===== config.mk =====
export PLATFORM = sky130hd
export DESIGN_NAME = arq_seqn_ctrl
export DESIGN_NICKNAME = d
export VERILOG_FILES = /design/src/rtl/arq_seqn_ctrl.sv
export SDC_FILE = /design/constraint.sdc
export NUM_CORES = 1
export LEC_CHECK = 0
export ABC_AREA = 0
export CORE_MARGIN = 2
export CORE_UTILIZATION = 40
export CTS_CLUSTER_DIAMETER = 50
export DETAILED_ROUTE_END_ITERATION = 7
export MAX_ROUTING_LAYER = met4
export PLACE_DENSITY = 0.59
export REMOVE_ABC_BUFFERS = 1
export SYNTH_ARGS = -nofsm -noshare
export SYNTH_HDL_FRONTEND = slang
export SYNTH_SLANG_ARGS = --single-unit

===== constraint.sdc =====
create_clock -name clk_6M -period 1.7 [get_ports clk_6M]
set_input_delay 0.34 -clock clk_6M [delete_from_list [all_inputs] [get_ports clk_6M]]
set_output_delay 0.34 -clock clk_6M [all_outputs]
set_load 0.05 [all_outputs]

===== src/rtl/arq_seqn_ctrl.sv =====
`timescale 1ns/1ps
// arq_seqn_ctrl: per-LT_ADDR ARQN/SEQN tracking and new/retransmit payload selection
module arq_seqn_ctrl (
  input  logic       clk_6M,
  input  logic       rstz,
  input  logic [2:0] ms_lt_addr,
  input  logic       regi_txdatready,
  input  logic       tx_packet_st_p,
  input  logic       hec_endp,
  input  logic       dec_hecgood,
  input  logic       dec_arqn,
  input  logic       dec_flow,
  input  logic       dec_seqn,
  input  logic       pktype_data,
  input  logic       crc_endp,
  input  logic       dec_crcgood,
  input  logic       regi_arqrst_p,
  output logic       sendnewpy,
  output logic       tx_seqn,
  output logic       tx_arqn,
  output logic       newpy_int_p,
  output logic       rx_newpy_p,
  output logic       rx_dupl_p
);
  logic [7:0] seqn_tx, acked, flowgo, txfirst, rxfirst, seqn_rx, arqn_out;
  logic       hdrok, nz, crc_ev, rx_new;
  assign nz = |ms_lt_addr;
  // LT_ADDR 0 is broadcast: no ARQ, every ready payload goes out as new
  assign sendnewpy = regi_txdatready &
                     (~nz | txfirst[ms_lt_addr] | (acked[ms_lt_addr] & flowgo[ms_lt_addr]));
  assign crc_ev = crc_endp & pktype_data & hdrok;
  assign rx_new = rxfirst[ms_lt_addr] | (dec_seqn != seqn_rx[ms_lt_addr]);
  always_ff @(posedge clk_6M or negedge rstz)
    if (!rstz) begin
      seqn_tx     <= 8'h00;
      acked       <= 8'h00;
      flowgo      <= 8'hff;
      txfirst     <= 8'hff;
      rxfirst     <= 8'hff;
      seqn_rx     <= 8'h00;
      arqn_out    <= 8'h00;
      hdrok       <= 1'b0;
      tx_seqn     <= 1'b0;
      tx_arqn     <= 1'b0;
      newpy_int_p <= 1'b0;
      rx_newpy_p  <= 1'b0;
      rx_dupl_p   <= 1'b0;
    end else if (regi_arqrst_p) begin
      seqn_tx     <= 8'h00;
      acked       <= 8'h00;
      flowgo      <= 8'hff;
      txfirst     <= 8'hff;
      rxfirst     <= 8'hff;
      seqn_rx     <= 8'h00;
      arqn_out    <= 8'h00;
      hdrok       <= 1'b0;
      tx_seqn     <= 1'b0;
      tx_arqn     <= 1'b0;
      newpy_int_p <= 1'b0;
      rx_newpy_p  <= 1'b0;
      rx_dupl_p   <= 1'b0;
    end else begin
      newpy_int_p <= tx_packet_st_p & sendnewpy;
      rx_newpy_p  <= crc_ev & dec_crcgood & rx_new;
      rx_dupl_p   <= crc_ev & dec_crcgood & ~rx_new;
      if (hec_endp)
        hdrok <= dec_hecgood;
      else if (tx_packet_st_p)
        hdrok <= 1'b0;
      if (hec_endp && dec_hecgood && nz) begin
        flowgo[ms_lt_addr] <= dec_flow;
        if (dec_arqn)
          acked[ms_lt_addr] <= 1'b1;
      end
      // a payload just committed is not yet acknowledged, so this clear wins over a same-cycle ack
      if (tx_packet_st_p) begin
        tx_seqn <= seqn_tx[ms_lt_addr] ^ sendnewpy;
        tx_arqn <= arqn_out[ms_lt_addr];
        if (sendnewpy) begin
          seqn_tx[ms_lt_addr] <= ~seqn_tx[ms_lt_addr];
          acked[ms_lt_addr]   <= 1'b0;
          txfirst[ms_lt_addr] <= 1'b0;
        end
      end
      if (crc_ev) begin
        arqn_out[ms_lt_addr] <= dec_crcgood & nz;
        if (dec_crcgood && rx_new) begin
          seqn_rx[ms_lt_addr] <= dec_seqn;
          rxfirst[ms_lt_addr] <= 1'b0;
        end
      end
    end
endmodule


Figure 1. Selected gate families.
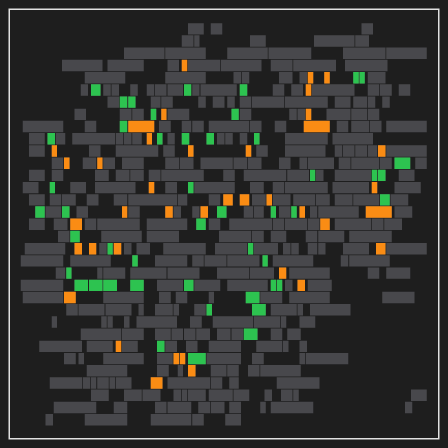
family	colour	cells	most used
NOR gates	orange	39	nor2_1
NAND gates	green	47	nand2_1
non-filler cells, final: 517
multi-input logic portion of the cell area: 0.387
commonest non-fill, non-tap cell in the layout: buf_4

Figure 2. Metal layers overlaid.
The bar under the picture is 20 microns long. Two of the layers only.
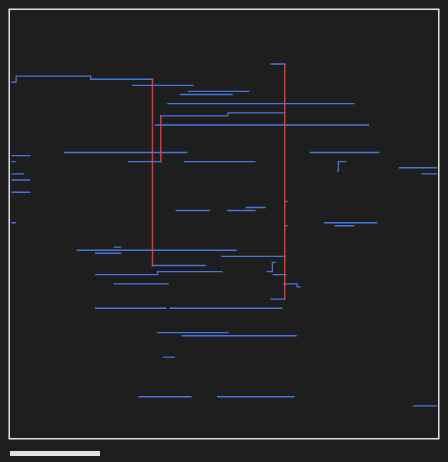
layer	colour	wire length
metal 3	blue	561 microns
metal 4	red	104 microns
Routed WL: 9540 microns
Global Route Usage Sum: 0.236

==> run notes <==
The run finished, with violations left. The final reports fail on setup timing. Listed in order, past its start point the critical path passes nand2_2, mux4_2, a2bb2oi_4, nand2_4, buf_8. The floorplan-stage core utilization was 0.410. The fraction of registers with async set or reset after synthesis was 1.00; the combined area of all synthesized cells was 3340 sq um.

The area fraction in xor and xnor cells is 0.00525, and the total of buffers placed on input and output ports is 21. Setup repair after global routing could not meet its margin everywhere. In the final report, the number of endpoints failing setup comes to 41. The sequential-to-total area share from yosys stat is 0.466. The floorplan report gives the top-level pin count as 22. The most area-hungry cell type in the Yosys netlist is dfrtp_1.

The post-synthesis adder-cell area fraction was 0. Per STA, the highest per-stage delay on the worst path measures 0.54 ns. Entering global routing, the biggest net connects 50 pins.

Per the run report, area growth between synthesis and finish was 39.7%. The first global-routing pass estimated 15300 microns of wire. With the worst path setup slack after routing at -0.470 ns, the minimum period implied by the final worst setup slack is 2.17 ns. For the worst ir drop on vdd, the log shows 0.476 mV. Once the clock tree was built, the setup fixing pass inserted 9 buffers. For the sum of internal, switching and leakage power, the log shows 3390 uW. Timing would allow up to 461 MHz.

The number of antenna diodes in the final layout is 0. With the detailed route wirelength on metal3 at 561 microns, the final hold slack is 0.438 ns. The run gives 0 for the number of hold-slack violations in the final timing report.

The leakage power figure was 0.00191 uW; the number of synthesized register bits was 61. The routed length on met2 was 4730 microns; the average footprint of a synthesized cell was 10.5 sq um. Before CTS, the worst setup slack after placement is -0.880 ns. The highest metal layer carrying signal wires in the routed design is met4. For the max-cap check violation count, the log shows 0. The logs give 2815 for the via count of the first global-routing pass and 691 for the layout filler cell count. Summed over all nets, the half-perimeter wirelength after detailed placement is 6530 microns. The routed wirelength on the met1 layer is recorded as 4150 microns. The data arrival time reported for the critical path is 1.83 ns.

Area fraction in mux cells: 0.0694. The routed length per instance was 18.5 microns. With the number of standard cells after synthesis at 319, the count of different cell masters after synthesis is 56. Max fanout on the critical path was recorded as 2. The number of cells reported by Yosys stat comes to 319.

The final layout contains 423 nets. For the initial antenna violation count, the log shows 0. Cell chosen for the clock root: clkbuf_8.

The run gives 0.735 for the tightest slew margin relative to the limit. For the total grt overflow, the log shows 0. The clock tree has to reach 61 sinks. Total vias in the final route: 2870.

The master of the slowest instance on the critical path was dfstp_2. The main flop type after synthesis is dfrtp_1. In the post-synthesis netlist, the cell with the most instances is dfrtp_1. The tools report the synthesis warning total as 0. In the synthesis report, Yosys lists the chip area as 3340 sq um. The level count of the clock H-tree was 3; the clock slew seen by the registers of the worst setup and hold paths was 0.07 ns.

With the post-layout period usage of the worst path at 1.28, the ratio of cells with drive above 1 in the final layout is 0.449. For the placed cell area, the log shows 4040 sq um. The core occupancy in the finished layout was 0.573; the count of library flops with an enable pin was 0.

After synthesis, the cell types taking the most area are dfrtp_1 29%, dfstp_2 18%, mux4_2 4.1%. For the total number of placement rows, the log shows 33. The number of buffers inserted by hold repair at cts is 1.

The required time at the worst endpoint is listed as 1.36 ns.
Figure 3. Wiring heat map.
The bar under the picture is 20 microns long. 19 x 19 tiles, from black (low) to pale yellow (high), scaled to the fullest tile. Values are wire area over tile area, all layers added.
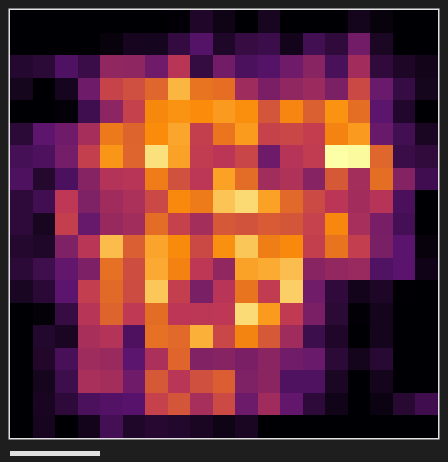
densest ninth of the die	centre
tiles over half the peak	31%
emptiest ninth of the die	south-east
mean over tiles	0.17

## where the power goes
group          internal, uW  total, uW  switching, uW
logic                   263        580            318
registers              1500       1520           19.7
clock network           713       1290            579
## cell type report
cell class                 instances  area, sq um  area share
multi-input combinational        216         1810       0.387
inverter                          18         67.6      0.0145
clock buffer                      12          145      0.0311
tap                              105          131      0.0282
timing repair buffer             101          908       0.195
clock inverter                     4         47.5      0.0102
sequential                        61         1560       0.334
## worst max-delay path: cells and delay by family (launching register included)
family,cells,cell delay (ns)
compound gates,1,0.18
buf+inv,1,0.14
flops,1,0.54
mux,1,0.48
simple gates,2,0.15
## layout by cell type (no fill, tap or decap), types with 5 or more instances in the layout
master	count
a211oi_4	8
a21oi_1	17
a21oi_2	7
buf_12	5
buf_4	68
buf_6	11
clkbuf_8	10
clkdlybuf4s50_1	10
dfrtp_1	38
dfstp_2	23
inv_1	17
mux2i_1	7
mux4_2	6
nand2_1	19
nand2b_1	5
nand3_1	12
nand4b_1	7
nor2_1	20
nor3_1	9
o21ai_0	10
o21ai_1	9
o22a_1	6
o32ai_2	8
## routing by layer
metal	GRT usage	vias up
li1	-	1339
met1	0.327	1440
met2	0.357	81
met3	0.0364	10
met4	0.0785	0
met5	-	-
## final timing paths
path / start / endpoint / cells past startpoint
max: flowgo[1] / sendnewpy / 5
min: rstz / tx_seqn / 2
max reg2reg: flowgo[1] / seqn_tx[2] / 6
min reg2reg: rxfirst[5] / rxfirst[5] / 2
max in group asynchronous: rstz / rxfirst[7] / 3
min in group clk_6M: regi_arqrst_p / newpy_int_p / 3
## flip-flops by register name, summed over array words and instances, names as in the netlist, 7 cells and up
register,cells
txfirst,7
arqn_out,8
flowgo,8
seqn_tx,8
seqn_rx,8
acked,8
rxfirst,8
Power figures rest on the tool's default switching activity, not on a simulated workload.
